--- src/rtl/uart_stream_transceiver.sv ---
// Full-duplex UART with a FIFO on each side and valid/ready byte streams.
// Width, parity, stop bits and FIFO depths are parameters; RX flags framing, parity and overrun.
//
// state    | meaning
// S_IDLE   | line idle (TX: waiting for FIFO data; RX: waiting for a 1->0 edge)
// S_START  | start bit (RX: mid-bit check rejects glitches)
// S_DATA   | data bits, LSB first
// S_PARITY | parity bit (unused when PARITY=0)
// S_STOP   | stop bit(s); RX leaves at the mid-point of the first one
module uart_stream_transceiver #(
  parameter int BAUD_DIVIDER  = 434,
  parameter int DATA_BITS     = 8,
  parameter int PARITY        = 0,
  parameter int STOP_BITS     = 1,
  parameter int TX_FIFO_DEPTH = 16,
  parameter int RX_FIFO_DEPTH = 16
) (
  input  logic                 clock,
  input  logic                 reset,
  output logic                 tx,
  input  logic                 rx,
  input  logic [DATA_BITS-1:0] tx_data,
  input  logic                 tx_valid,
  output logic                 tx_ready,
  output logic [DATA_BITS-1:0] rx_data,
  output logic                 rx_valid,
  input  logic                 rx_ready,
  output logic                 tx_busy,
  output logic                 rx_parity_error,
  output logic                 rx_framing_error,
  output logic                 rx_overrun
);

  localparam int TX_AW  = $clog2(TX_FIFO_DEPTH);
  localparam int RX_AW  = $clog2(RX_FIFO_DEPTH);
  localparam int BAUD_W = $clog2(BAUD_DIVIDER);
  localparam int BIT_W  = $clog2(DATA_BITS);
  localparam logic [BAUD_W-1:0] BAUD_LAST = BAUD_W'(BAUD_DIVIDER - 1);
  localparam logic [BAUD_W-1:0] BAUD_HALF = BAUD_W'(BAUD_DIVIDER / 2 - 1);
  localparam logic [BIT_W-1:0]  DATA_LAST = BIT_W'(DATA_BITS - 1);
  localparam logic [BIT_W-1:0]  STOP_LAST = BIT_W'(STOP_BITS - 1);
  localparam logic PAR_ODD = (PARITY == 2);
  localparam bit   PAR_EN  = (PARITY != 0);

  typedef enum logic [2:0] {S_IDLE, S_START, S_DATA, S_PARITY, S_STOP} state_t;

  // ---------------- TX FIFO ----------------
  logic [DATA_BITS-1:0] tx_mem [TX_FIFO_DEPTH];
  logic [TX_AW:0]       tx_wr_ptr, tx_rd_ptr;
  logic                 tx_empty, tx_full, tx_push, tx_pop;
  logic [DATA_BITS-1:0] tx_head;

  assign tx_empty = (tx_wr_ptr == tx_rd_ptr);
  assign tx_full  = (tx_wr_ptr[TX_AW] != tx_rd_ptr[TX_AW]) &&
                    (tx_wr_ptr[TX_AW-1:0] == tx_rd_ptr[TX_AW-1:0]);
  // a pop frees the slot the same cycle, so a full FIFO can still accept
  assign tx_ready = !reset && (!tx_full || tx_pop);
  assign tx_push  = tx_valid && tx_ready;
  assign tx_head  = tx_mem[tx_rd_ptr[TX_AW-1:0]];

  always_ff @(posedge clock) begin
    if (reset) begin
      tx_wr_ptr <= '0;
      tx_rd_ptr <= '0;
    end else begin
      if (tx_push) tx_wr_ptr <= tx_wr_ptr + 1'b1;
      if (tx_pop)  tx_rd_ptr <= tx_rd_ptr + 1'b1;
    end
  end

  always_ff @(posedge clock) begin
    if (tx_push) tx_mem[tx_wr_ptr[TX_AW-1:0]] <= tx_data;
  end

  // ---------------- TX FSM ----------------
  state_t               tx_state, tx_state_n;
  logic [BAUD_W-1:0]    tx_baud, tx_baud_n;
  logic [BIT_W-1:0]     tx_bit, tx_bit_n;
  logic [DATA_BITS-1:0] tx_shift, tx_shift_n;
  logic                 tx_par, tx_par_n, tx_line, tx_line_n;

  always_ff @(posedge clock) begin
    if (reset) begin
      tx_state <= S_IDLE;
      tx_baud  <= '0;
      tx_bit   <= '0;
      tx_shift <= '0;
      tx_par   <= 1'b0;
      tx_line  <= 1'b1;
    end else begin
      tx_state <= tx_state_n;
      tx_baud  <= tx_baud_n;
      tx_bit   <= tx_bit_n;
      tx_shift <= tx_shift_n;
      tx_par   <= tx_par_n;
      tx_line  <= tx_line_n;
    end
  end

  always_comb begin
    tx_state_n = tx_state;
    tx_baud_n  = tx_baud;
    tx_bit_n   = tx_bit;
    tx_shift_n = tx_shift;
    tx_par_n   = tx_par;
    tx_line_n  = tx_line;
    tx_pop     = 1'b0;
    if (tx_state == S_IDLE) begin
      tx_pop = !tx_empty;
    end else if (tx_baud != '0) begin
      tx_baud_n = tx_baud - 1'b1;
    end else begin
      tx_baud_n = BAUD_LAST;
      case (tx_state)
        S_START: begin
          tx_state_n = S_DATA;
          tx_bit_n   = '0;
          tx_line_n  = tx_shift[0];
        end
        S_DATA: begin
          if (tx_bit == DATA_LAST) begin
            tx_bit_n = '0;
            if (PAR_EN) begin
              tx_state_n = S_PARITY;
              tx_line_n  = tx_par;
            end else begin
              tx_state_n = S_STOP;
              tx_line_n  = 1'b1;
            end
          end else begin
            tx_bit_n   = tx_bit + 1'b1;
            tx_shift_n = tx_shift >> 1;
            tx_line_n  = tx_shift[1];
          end
        end
        S_PARITY: begin
          tx_state_n = S_STOP;
          tx_bit_n   = '0;
          tx_line_n  = 1'b1;
        end
        S_STOP: begin
          if (tx_bit != STOP_LAST) begin
            tx_bit_n = tx_bit + 1'b1;
          end else if (!tx_empty) begin
            tx_pop = 1'b1;
          end else begin
            tx_state_n = S_IDLE;
            tx_line_n  = 1'b1;
          end
        end
        default: tx_state_n = S_IDLE;
      endcase
    end
    // loading from IDLE or straight out of STOP keeps characters back-to-back
    if (tx_pop) begin
      tx_state_n = S_START;
      tx_baud_n  = BAUD_LAST;
      tx_shift_n = tx_head;
      tx_par_n   = (^tx_head) ^ PAR_ODD;
      tx_line_n  = 1'b0;
    end
  end

  assign tx      = tx_line;
  assign tx_busy = !reset && (!tx_empty || tx_state != S_IDLE);

  // ---------------- RX synchroniser ----------------
  logic [1:0] rx_sync;
  logic       rx_s, rx_prev;

  assign rx_s = rx_sync[1];

  always_ff @(posedge clock) begin
    if (reset) begin
      rx_sync <= 2'b11;
      rx_prev <= 1'b1;
    end else begin
      rx_sync <= {rx_sync[0], rx};
      rx_prev <= rx_s;
    end
  end

  // ---------------- RX FIFO ----------------
  logic [DATA_BITS-1:0] rx_mem [RX_FIFO_DEPTH];
  logic [RX_AW:0]       rx_wr_ptr, rx_rd_ptr;
  logic                 rx_empty, rx_full, rx_push, rx_pop;

  assign rx_empty = (rx_wr_ptr == rx_rd_ptr);
  assign rx_full  = (rx_wr_ptr[RX_AW] != rx_rd_ptr[RX_AW]) &&
                    (rx_wr_ptr[RX_AW-1:0] == rx_rd_ptr[RX_AW-1:0]);
  assign rx_valid = !reset && !rx_empty;
  assign rx_pop   = rx_valid && rx_ready;
  assign rx_data  = rx_mem[rx_rd_ptr[RX_AW-1:0]];

  // ---------------- RX FSM ----------------
  state_t               rx_state, rx_state_n;
  logic [BAUD_W-1:0]    rx_baud, rx_baud_n;
  logic [BIT_W-1:0]     rx_bit, rx_bit_n;
  logic [DATA_BITS-1:0] rx_shift, rx_shift_n;
  logic                 rx_par, rx_par_n;
  logic                 perr_n, ferr_n, ovr_n;

  always_ff @(posedge clock) begin
    if (reset) begin
      rx_state         <= S_IDLE;
      rx_baud          <= '0;
      rx_bit           <= '0;
      rx_shift         <= '0;
      rx_par           <= 1'b0;
      rx_wr_ptr        <= '0;
      rx_rd_ptr        <= '0;
      rx_parity_error  <= 1'b0;
      rx_framing_error <= 1'b0;
      rx_overrun       <= 1'b0;
    end else begin
      rx_state         <= rx_state_n;
      rx_baud          <= rx_baud_n;
      rx_bit           <= rx_bit_n;
      rx_shift         <= rx_shift_n;
      rx_par           <= rx_par_n;
      rx_parity_error  <= perr_n;
      rx_framing_error <= ferr_n;
      rx_overrun       <= ovr_n;
      if (rx_push) rx_wr_ptr <= rx_wr_ptr + 1'b1;
      if (rx_pop)  rx_rd_ptr <= rx_rd_ptr + 1'b1;
    end
  end

  always_ff @(posedge clock) begin
    if (rx_push) rx_mem[rx_wr_ptr[RX_AW-1:0]] <= rx_shift;
  end

  always_comb begin
    rx_state_n = rx_state;
    rx_baud_n  = rx_baud;
    rx_bit_n   = rx_bit;
    rx_shift_n = rx_shift;
    rx_par_n   = rx_par;
    perr_n     = 1'b0;
    ferr_n     = 1'b0;
    ovr_n      = 1'b0;
    rx_push    = 1'b0;
    if (rx_state == S_IDLE) begin
      if (rx_prev && !rx_s) begin
        rx_state_n = S_START;
        rx_baud_n  = BAUD_HALF;
      end
    end else if (rx_baud != '0) begin
      rx_baud_n = rx_baud - 1'b1;
    end else begin
      rx_baud_n = BAUD_LAST;
      case (rx_state)
        S_START: begin
          rx_bit_n   = '0;
          rx_state_n = rx_s ? S_IDLE : S_DATA;
        end
        S_DATA: begin
          rx_shift_n = {rx_s, rx_shift[DATA_BITS-1:1]};
          if (rx_bit == DATA_LAST) rx_state_n = PAR_EN ? S_PARITY : S_STOP;
          else                     rx_bit_n   = rx_bit + 1'b1;
        end
        S_PARITY: begin
          rx_par_n   = rx_s;
          rx_state_n = S_STOP;
        end
        S_STOP: begin
          // framing outranks parity; an accepted character needs room or a pop
          rx_state_n = S_IDLE;
          if (!rx_s)                                          ferr_n  = 1'b1;
          else if (PAR_EN && ((^rx_shift) ^ PAR_ODD ^ rx_par)) perr_n  = 1'b1;
          else if (rx_full && !rx_pop)                        ovr_n   = 1'b1;
          else                                                rx_push = 1'b1;
        end
        default: rx_state_n = S_IDLE;
      endcase
    end
  end

endmodule

--- config.mk ---
export PLATFORM = sky130hd
export DESIGN_NAME = uart_stream_transceiver
export DESIGN_NICKNAME = d
export VERILOG_FILES = /design/src/rtl/uart_stream_transceiver.sv
export SDC_FILE = /design/constraint.sdc
export NUM_CORES = 1
export LEC_CHECK = 0
export CAP_MARGIN = 20
export CORE_MARGIN = 4
export CORE_UTILIZATION = 52
export DETAILED_ROUTE_END_ITERATION = 10
export GPL_ROUTABILITY_DRIVEN = 0
export PLACE_DENSITY = 0.69
export SYNTH_ARGS = -nofsm -noshare
export SYNTH_HDL_FRONTEND = slang
export SYNTH_SLANG_ARGS = --single-unit
--- constraint.sdc ---
create_clock -name clock -period 4.15 [get_ports clock]
set_input_delay 0.6225 -clock clock [delete_from_list [all_inputs] [get_ports clock]]
set_output_delay 0.6225 -clock clock [all_outputs]
set_load 0.01 [all_outputs]
Fig. 1: run 1, routed metal per tile
Scale: 2 px per um. 34 x 34 tiles, from dark purple (low) to yellow (high), scaled to the fullest tile. Values are wire area over tile area, all layers added.
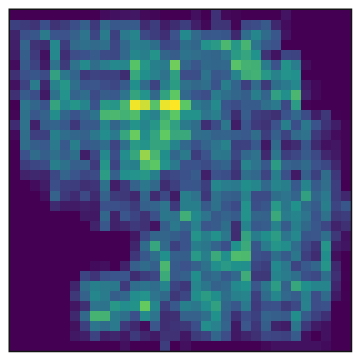
emptiest ninth of the die = south-west
mean over tiles = 0.15
nearly empty tiles = 20%
fullest tile = 0.58
tiles over half the peak = 9.7%

Fig. 2: run 1, cell sizes after repair
Scale: 1.5 px per um.
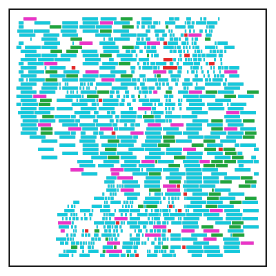
drive 1 or less -> cyan  # cells 789, share 84%
drive 3 to 4 -> red  # cells 19, share 2.0%
drive 2 -> green  # cells 83, share 8.9%
drive 6 and up -> magenta  # cells 44, share 4.7%
count of plain and timing-repair buffers in the layout: 40
post-synthesis to final-layout area growth: 12.6%
smallest setup slack after layout: 0.598 ns

Fig. 3: run 1, the clock network
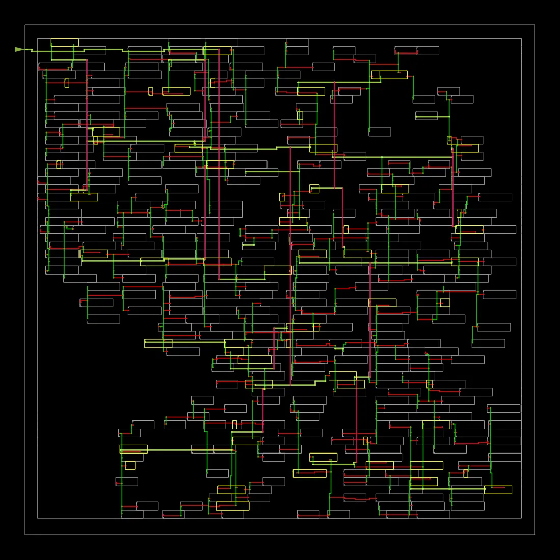
total number of clock tree sinks: 336
Num CTS Buffers: 35

Fig. 4: run 1, M3 wires
Scale: 2 px per um. Cells faint in the background.
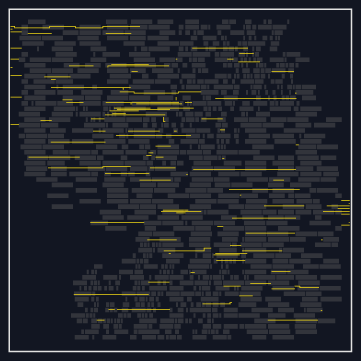
longest straight run = 51.1 um
share of all routed wire = 5.2%
main direction = horizontal
nets with wire on the layer = 72

==> out/qor.log, run 1 <==
INFO  place          preCtsSetupSlack=0.881ns
INFO  power          seqPwrFrac=47.7%
INFO  global_route   grt-ovfl-total=0
INFO  clock_network  cts.reportedPaths.clkPinSlew=0.06ns
INFO  clock_network  cts_repair_resize_count=0
INFO  timing         rsz0062_at_grt=no
INFO  clock_network  cts_post_setup_buffers_inserted=0
INFO  floorplan      row_count=59
INFO  routing        drt-vias-per-instance=5.88
INFO  final_layout   biggestCellCategory=flip-flops and latches
INFO  clock_network  tritoncts=yes
INFO  floorplan      fp-utilization=52.8%
INFO  place          placed_cell_area=14300squm
INFO  synthesis      syn_area=13700squm
INFO  routing        routed_wire_length_per_instance=21.1um
INFO  synthesis      post_synth_main_area_contributors=sky130_fd_sc_hd__edfxtp_1 56%, sky130_fd_sc_hd__dfxtp_1 12%, sky130_fd_sc_hd__mux4_2 11%
INFO  floorplan      taps=335
INFO  setup_path     critical-path-top-cell-by-count=sky130_fd_sc_hd__mux4_2
INFO  synthesis      avgSynthCellArea=15.6squm
INFO  synthesis      share_of_synthesized_area_occupied_by_flip_flops_and_latches=67.7%
INFO  clock_network  ctsLongestPathBuffers=3
INFO  routing        vias=7466
INFO  floorplan      core_area=26000squm
INFO  power          portion_of_total_power_attributed_to_the_clock_network=37.9%
INFO  timing         post-route-period-util=85.6%
INFO  timing         worst_hold_slack=0.410ns
INFO  power          p_switching=2.09mW
INFO  setup_path     worstReg2RegEnd=tx_mem[10][2]$_DFFE_PP_
INFO  status         run_status=complete, no violations
INFO  setup_path     worst_r2r_startpoint=tx_baud[0]$_SDFFE_PP0P_
INFO  floorplan      fp.dieArea=29000squm
INFO  timing         slew_headroom=38.5%
INFO  clock_network  cts_max_level=2
INFO  setup_path     timing.reg2reg.worst_path_depth=7
INFO  place          dp_hpwl=17.4mm
INFO  hold_path      worst_hold_check_path_type=reg -> reg
INFO  setup_path     critPathArrivalTime=2.93ns
INFO  power          lkg_pwr=5.08nW
INFO  setup_path     cell_with_the_biggest_individual_delay_on_the_critical_path=sky130_fd_sc_hd__dfxtp_2
INFO  synthesis      netlist.top_cell.by_area=sky130_fd_sc_hd__edfxtp_1
INFO  timing         timing_worst_slew_pin_value=0.922ns
INFO  setup_path     cp.depth=4
INFO  routing        drt_iter0_drc=683
INFO  timing         fin_setup_tns=0ns
INFO  global_route   grt_first_pass_wirelength=42.6mm
INFO  synthesis      synth_nets=913
INFO  final_layout   most-common-layout-cells=256 x sky130_fd_sc_hd__edfxtp_1, 78 x sky130_fd_sc_hd__dfxtp_1, 74 x sky130_fd_sc_hd__nor2_1
INFO  timing         tmin_final=3.55ns
INFO  final_layout   count_of_antenna_diodes_in_the_layout=0
INFO  final_layout   finalNonFillerCells=1270
[run 1: synthesized netlist by cell type (3+ instances only)]
| library cell | count |
|---|---|
| sky130_fd_sc_hd__o211ai_1 | 3 |
| sky130_fd_sc_hd__nand3_1 | 21 |
| sky130_fd_sc_hd__mux4_2 | 65 |
| sky130_fd_sc_hd__nand2_1 | 34 |
| sky130_fd_sc_hd__xor2_1 | 10 |
| sky130_fd_sc_hd__nor4b_1 | 4 |
| sky130_fd_sc_hd__a311oi_1 | 5 |
| sky130_fd_sc_hd__clkbuf_1 | 35 |
| sky130_fd_sc_hd__xnor2_1 | 11 |
| sky130_fd_sc_hd__and3_1 | 5 |
| sky130_fd_sc_hd__a21boi_1 | 5 |
| sky130_fd_sc_hd__inv_1 | 17 |
| sky130_fd_sc_hd__a21oi_1 | 51 |
| sky130_fd_sc_hd__a21o_1 | 9 |
| sky130_fd_sc_hd__nand3b_1 | 4 |
| sky130_fd_sc_hd__o21a_1 | 3 |
| sky130_fd_sc_hd__a211oi_1 | 7 |
| sky130_fd_sc_hd__a222oi_1 | 7 |
| sky130_fd_sc_hd__or2_2 | 4 |
| sky130_fd_sc_hd__nand2b_1 | 15 |
| sky130_fd_sc_hd__or3_1 | 5 |
| sky130_fd_sc_hd__o21ai_0 | 16 |
| sky130_fd_sc_hd__mux2i_1 | 27 |
| sky130_fd_sc_hd__nand4_1 | 5 |
| sky130_fd_sc_hd__nor2_1 | 74 |
| sky130_fd_sc_hd__edfxtp_1 | 256 |
| sky130_fd_sc_hd__dfxtp_1 | 80 |
| sky130_fd_sc_hd__a22oi_1 | 5 |
| sky130_fd_sc_hd__nor2b_1 | 6 |
| sky130_fd_sc_hd__buf_1 | 5 |
| sky130_fd_sc_hd__o31ai_1 | 3 |
| sky130_fd_sc_hd__buf_2 | 5 |
| sky130_fd_sc_hd__ha_1 | 18 |
| sky130_fd_sc_hd__a21boi_0 | 4 |
| sky130_fd_sc_hd__nor3b_1 | 4 |
| sky130_fd_sc_hd__nor4_2 | 3 |
| sky130_fd_sc_hd__a221oi_1 | 7 |
| sky130_fd_sc_hd__nor3_1 | 18 |
[run 1: registers in the layout, indices dropped and copies added (netlist names), 8 cells and up, named ones only]
register,flops
rx_baud,9
rx_shift,8
tx_shift,8
tx_baud,9
rx_mem,128
tx_mem,128
[run 1: power by group through the flow]
| stage | combinational [mW] | sequential [mW] | clock, mW |
|---|---|---|---|
| final | 1.18 | 3.90 | 3.10 |
| after global routing | 1.32 | 3.93 | 3.32 |
| after CTS | 1.18 | 3.90 | 3.16 |
| after detailed placement | 1.17 | 3.97 | 0 |
| after global placement | 1.16 | 3.97 | 0 |
| after floorplan | 0.979 | 3.86 | 0 |
[run 1: routing by layer]
metal	share of wire, %	track usage, %	vias to the layer above
li1	-	-	3491
met1	46	28.2	3760
met2	47	29.1	179
met3	5.2	3.21	36
met4	1.9	4.86	0
met5	0	0	-
[run 1: kinds of logic after synthesis]
kind of cell,after synthesis,share of synthesized area (%)
and+or+nand+nor,213,7.88
muxes,96,13.0
AOI/OAI and AO/OA,132,6.49
xor gates and xnor gates,21,1.34
adders and majority gates,18,1.64
other,1,0.0273
buffers and inverters,65,1.93
DFF,336,67.7
==> run 1 -> run 2 <==
--- a/config.mk
+++ b/config.mk
@@ -6,10 +6,9 @@
 export NUM_CORES = 1
 export LEC_CHECK = 0
 export CAP_MARGIN = 20
-export CORE_MARGIN = 4
+export CORE_MARGIN = 2
 export CORE_UTILIZATION = 52
 export DETAILED_ROUTE_END_ITERATION = 10
-export GPL_ROUTABILITY_DRIVEN = 0
 export PLACE_DENSITY = 0.69
 export SYNTH_ARGS = -nofsm -noshare
 export SYNTH_HDL_FRONTEND = slang
Fig. 5: run 2, cell sizes after repair
Scale: 1.5 px per um.
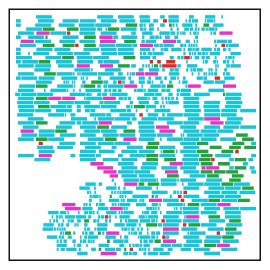
drive 3 to 4 -> red  # cells 24, share 2.6%
drive 1 or less -> cyan  # cells 785, share 84%
drive 2 -> green  # cells 83, share 8.9%
drive 6 and up -> magenta  # cells 45, share 4.8%
area of all placed cells without fillers: 15500 sq um
post-synthesis to final-layout area growth: 13.2%
smallest setup slack after layout: 0.375 ns

Fig. 6: run 2, M3 wires
Scale: 2 px per um. Cells faint in the background.
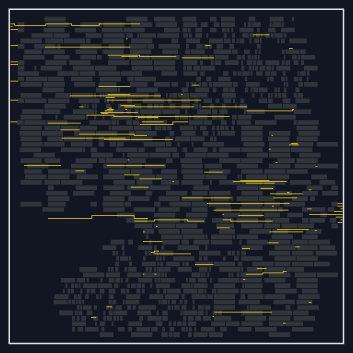
nets with wire on the layer = 76
longest straight run = 58.0 um
Routed WL: 27.3 mm
met3 layer usage reported by global route: 3.16%
Vias: 7469

==> out/qor.log, run 2 <==
INFO  status         run_status=complete, no violations [unchanged]
INFO  clock_network  tritoncts=yes [unchanged]
INFO  synthesis      post_synth_main_area_contributors=sky130_fd_sc_hd__edfxtp_1 56%, sky130_fd_sc_hd__dfxtp_1 12%, sky130_fd_sc_hd__mux4_2 11% [unchanged]
INFO  timing         post-route-period-util=91.0% [was 85.6%]
INFO  final_layout   count_of_antenna_diodes_in_the_layout=0 [unchanged]
INFO  routing        drt-vias-per-instance=5.87 [was 5.88]
INFO  floorplan      row_count=59 [unchanged]
INFO  floorplan      core_area=26000squm [unchanged]
INFO  setup_path     worst_r2r_startpoint=tx_baud[0]$_SDFFE_PP0P_ [unchanged]
INFO  clock_network  numCtsBuffers=35 [unchanged]
INFO  routing        routed_wire_length_per_instance=21.4um [was 21.1 um]
INFO  timing         worst_hold_slack=0.411ns [was 0.410 ns]
INFO  timing         tmin_final=3.78ns [was 3.55 ns]
INFO  global_route   grt_util_met2=31.5% [was 29.1%]
INFO  clock_network  cts_post_setup_buffers_inserted=0 [unchanged]
INFO  floorplan      fp.dieArea=27700squm [was 29000 sq um]
INFO  timing         rsz0062_at_grt=no [unchanged]
INFO  timing         timing_worst_slew_pin_value=1.01ns [was 0.922 ns]
INFO  clock_network  cts_max_level=2 [unchanged]
INFO  power          p_switching=2.10mW [was 2.09 mW]
INFO  clock_network  cts.reportedPaths.clkPinSlew=0.06ns [about the same]
INFO  power          p_sw_share=25.2% [was 25.5%]
INFO  clock_network  cts_repair_resize_count=0 [unchanged]
INFO  clock_network  ctsLongestPathBuffers=3 [unchanged]
INFO  final_layout   most-common-layout-cells=256 x sky130_fd_sc_hd__edfxtp_1, 78 x sky130_fd_sc_hd__dfxtp_1, 74 x sky130_fd_sc_hd__nor2_1 [unchanged]
INFO  place          preCtsSetupSlack=0.870ns [was 0.881 ns]
INFO  floorplan      fp-utilization=52.8% [unchanged]
INFO  setup_path     worstReg2RegEnd=tx_mem[3][1]$_DFFE_PP_ [was tx_mem[10][2]$_DFFE_PP_]
INFO  clock_network  tritoncts_num_sinks=336 [unchanged]
INFO  timing         slew_headroom=32.9% [was 38.5%]
INFO  global_route   grt-ovfl-total=0 [unchanged]
INFO  place          placed_cell_area=14300squm [about the same]
INFO  setup_path     timing.reg2reg.worst_path_depth=7 [unchanged]
INFO  synthesis      share_of_synthesized_area_occupied_by_flip_flops_and_latches=67.7% [unchanged]
INFO  global_route   grt_most_used_layer=met2 [unchanged]
INFO  power          seqPwrFrac=46.8% [was 47.7%]
INFO  synthesis      syn_area=13700squm [unchanged]
INFO  power          lkg_pwr=5.11nW [was 5.08 nW]
INFO  synthesis      synth_nets=913 [unchanged]
INFO  synthesis      yosysMostFrequentCell=sky130_fd_sc_hd__edfxtp_1 [unchanged]
INFO  power          portion_of_total_power_attributed_to_the_clock_network=39.1% [was 37.9%]
INFO  global_route   grt_util_met1=29.5% [was 28.2%]
INFO  global_route   grt_first_pass_wirelength=42.8mm [was 42.6 mm]
INFO  synthesis      avgSynthCellArea=15.6squm [unchanged]
INFO  setup_path     critPathArrivalTime=3.15ns [was 2.93 ns]
==> run 2: cell type report <==
cell class	count	area (sq um)	area share [%]
multi-input combinational	481	4160	26.8
timing repair buffer	40	360	2.32
clock inverter	26	342	2.20
tap	335	419	2.70
inverter	17	63.8	0.411
clock buffer	37	883	5.69
sequential	336	9290	59.9
==> run 2: metal layers <==
| layer | vias to the layer above | share of wire (%) |
|---|---|---|
| li1 | 3502 | - |
| met1 | 3746 | 45 |
| met2 | 181 | 48 |
| met3 | 40 | 4.8 |
| met4 | 0 | 2.3 |
| met5 | - | 0 |
==> run 2: worst max path at each step <==
stage / from / end / slack, ns / depth (start not counted)
floorplan: flop / rx_data[0] / 1.42 / 4
global placement: flop / rx_data[0] / 0.89 / 4
detailed placement: flop / rx_data[5] / 0.87 / 4
CTS: flop / rx_data[5] / 0.31 / 4
global route: flop / rx_data[0] / 0.20 / 4
finish: flop / rx_data[0] / 0.37 / 4
==> run 2: power groups by stage <==
stage / Combinational [mW] / Sequential [mW] / Clock (mW)
2_1_floorplan: 0.979 / 3.86 / 0
3_3_place_gp: 1.15 / 3.97 / 0
3_5_place_dp: 1.17 / 3.97 / 0
4_1_cts: 1.18 / 3.90 / 3.32
5_1_grt: 1.31 / 3.92 / 3.47
6_report: 1.17 / 3.90 / 3.26
==> run 2: metrics by stage <==
step                      util [%]  std cells
after floorplan                  -        882
after global placement        55.0       1209
after detailed placement      55.0       1209
after CTS                     59.7       1272
after global routing          59.7       1272
final                         59.7       1272
==> run 2: logic make-up after synthesis <==
family                     count (synthesis)  share of synthesized area (%)
adders and majority gates                 18                           1.64
muxes                                     96                           13.0
other                                      1                         0.0273
buffers and inverters                     65                           1.93
AOI/OAI and AO/OA                        132                           6.49
xor gates and xnor gates                  21                           1.34
and+or+nand+nor                          213                           7.88
DFF                                      336                           67.7
==> run 2: critical path, cell delays in order (launching register included) <==
cell and delay [ns]:
sky130_fd_sc_hd__dfxtp_2 0.84, sky130_fd_sc_hd__buf_4 0.31, sky130_fd_sc_hd__mux4_2 0.50, sky130_fd_sc_hd__mux4_2 0.47
sky130_fd_sc_hd__clkdlybuf4s50_1 0.51
==> run 2 -> run 3 <==
--- a/config.mk
+++ b/config.mk
@@ -8,6 +8,7 @@
 export CAP_MARGIN = 20
 export CORE_MARGIN = 2
 export CORE_UTILIZATION = 52
+export CTS_CLUSTER_SIZE = 30
 export DETAILED_ROUTE_END_ITERATION = 10
 export PLACE_DENSITY = 0.69
 export SYNTH_ARGS = -nofsm -noshare
Fig. 7: run 3, M3 wires
Scale: 2 px per um. Cells faint in the background.
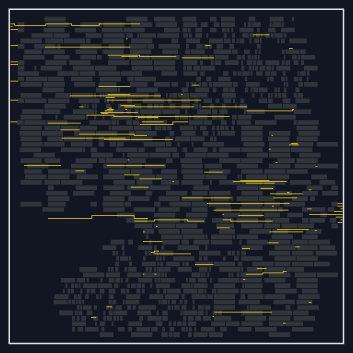

Fig. 8: run 3, routed metal per tile
Scale: 2 px per um. 33 x 33 tiles, from dark purple (low) to yellow (high), scaled to the fullest tile. Values are wire area over tile area, all layers added.
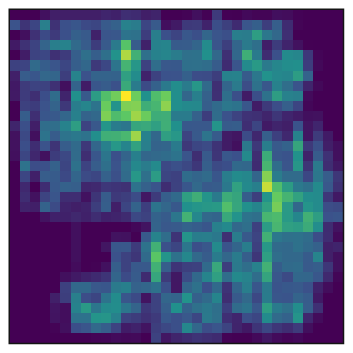
nearly empty tiles = 15%
fullest tile = 0.61
emptiest ninth of the die = south-west
mean over tiles = 0.16
tiles over half the peak = 10%
global-route usage over all layers: 20.0%
detail-routed net length per standard cell: 21.4 um

==> out/qor.log, run 3 <==
INFO  status         run_status=complete, no violations [unchanged]
INFO  final_layout   count_of_antenna_diodes_in_the_layout=0 [unchanged]
INFO  clock_network  cts_post_setup_buffers_inserted=0 [unchanged]
INFO  floorplan      fp.dieArea=27700squm [unchanged]
INFO  final_layout   most-common-layout-cells=256 x sky130_fd_sc_hd__edfxtp_1, 78 x sky130_fd_sc_hd__dfxtp_1, 74 x sky130_fd_sc_hd__nor2_1 [unchanged]
INFO  place          preCtsSetupSlack=0.870ns [unchanged]
INFO  power          lkg_pwr=5.11nW [unchanged]
INFO  timing         tmin_final=3.78ns [unchanged]
INFO  floorplan      row_count=59 [unchanged]
INFO  final_layout   flow.area_growth_from_synthesis=13.2% [unchanged]
INFO  clock_network  tritoncts_num_sinks=336 [unchanged]
INFO  timing         post-route-period-util=91.0% [unchanged]
INFO  floorplan      fp-utilization=52.8% [unchanged]
INFO  clock_network  cts_repair_resize_count=0 [unchanged]
INFO  floorplan      core_area=26000squm [unchanged]
INFO  clock_network  cts_max_level=2 [unchanged]
INFO  setup_path     critPathArrivalTime=3.15ns [about the same]
INFO  routing        drt-vias-per-instance=5.87 [unchanged]
INFO  timing         timing_worst_slew_pin_value=1.01ns [unchanged]
INFO  synthesis      yosysMostFrequentCell=sky130_fd_sc_hd__edfxtp_1 [unchanged]
INFO  place          dp_hpwl=17.6mm [unchanged]
INFO  routing        vias=7469 [unchanged]
INFO  synthesis      synthTopCellsByCount=256 x sky130_fd_sc_hd__edfxtp_1, 80 x sky130_fd_sc_hd__dfxtp_1, 74 x sky130_fd_sc_hd__nor2_1, 65 x sky130_fd_sc_hd__mux4_2, 51 x sky130_fd_sc_hd__a21oi_1 [unchanged]
INFO  timing         rsz0062_at_grt=no [unchanged]
INFO  timing         worst_slack=0.375ns [unchanged]
INFO  clock_network  tritoncts=yes [unchanged]
INFO  timing         worst_hold_slack=0.411ns [unchanged]
INFO  clock_network  numCtsBuffers=35 [unchanged]
INFO  synthesis      netlist.top_cell.by_area=sky130_fd_sc_hd__edfxtp_1 [unchanged]
INFO  synthesis      avgSynthCellArea=15.6squm [unchanged]
INFO  timing         fin_setup_tns=0ns [unchanged]
INFO  routing        drt_iter0_drc=707 [unchanged]
INFO  timing         slew_headroom=32.9% [unchanged]
INFO  synthesis      synth_nets=913 [unchanged]
==> run 3: logic make-up after synthesis <==
kind of cell	synth area share (%)
flip-flops	67.7
XOR/XNOR	1.34
buffers and inverters	1.93
AND/OR/NAND/NOR	7.88
adder cells (fa/ha/maj)	1.64
AND-OR/OR-AND	6.49
other	0.0273
multiplexers	13.0
==> run 3: final timing paths <==
check	end	depth (start not counted)
setup / recovery	rx_data[0]	4
hold / removal	rx_sync[1]$_SDFF_PP1_	1
setup reg to reg	tx_mem[3][1]$_DFFE_PP_	7
hold reg to reg	rx_sync[1]$_SDFF_PP1_	1
==> run 3: power by group <==
part | switching (mW) | internal [mW]
logic | 0.652 | 0.522
registers | 0.186 | 3.71
clock network | 1.26 | 2.00
==> run 3: worst max-delay path, stage by stage, from the launching register on <==
cell and delay, ns:
sky130_fd_sc_hd__dfxtp_2 0.84, sky130_fd_sc_hd__buf_4 0.31, sky130_fd_sc_hd__mux4_2 0.50, sky130_fd_sc_hd__mux4_2 0.47, sky130_fd_sc_hd__clkdlybuf4s50_1 0.51
==> run 3: cell type report <==
type | instances | area [sq um] | share of cell area [%]
inverters | 17 | 63.8 | 0.411
flip-flops and latches | 336 | 9290 | 59.9
repair buffers | 40 | 360 | 2.32
well taps | 335 | 419 | 2.70
multi-input cells | 481 | 4160 | 26.8
clock buffers | 37 | 883 | 5.69
clock inverters | 26 | 342 | 2.20
==> run 3: metrics by stage <==
step                instances  util (%)  instance area (sq um)
floorplan                 882         -                  13700
global placement         1209      55.0                  14300
detailed placement       1209      55.0                  14300
CTS                      1272      59.7                  15500
global route             1272      59.7                  15500
finish                   1272      59.7                  15500
==> run 3: per-layer routing <==
metal | routed length [um] | vias to the layer above | GRT usage [%]
met5 | 0 | - | 0
met4 | 624 | 0 | 5.43
met3 | 1300 | 40 | 3.16
met2 | 13100 | 181 | 31.5
met1 | 12300 | 3746 | 29.5
li1 | - | 3502 | -
Power figures rest on the tool's default switching activity, not on a simulated workload.
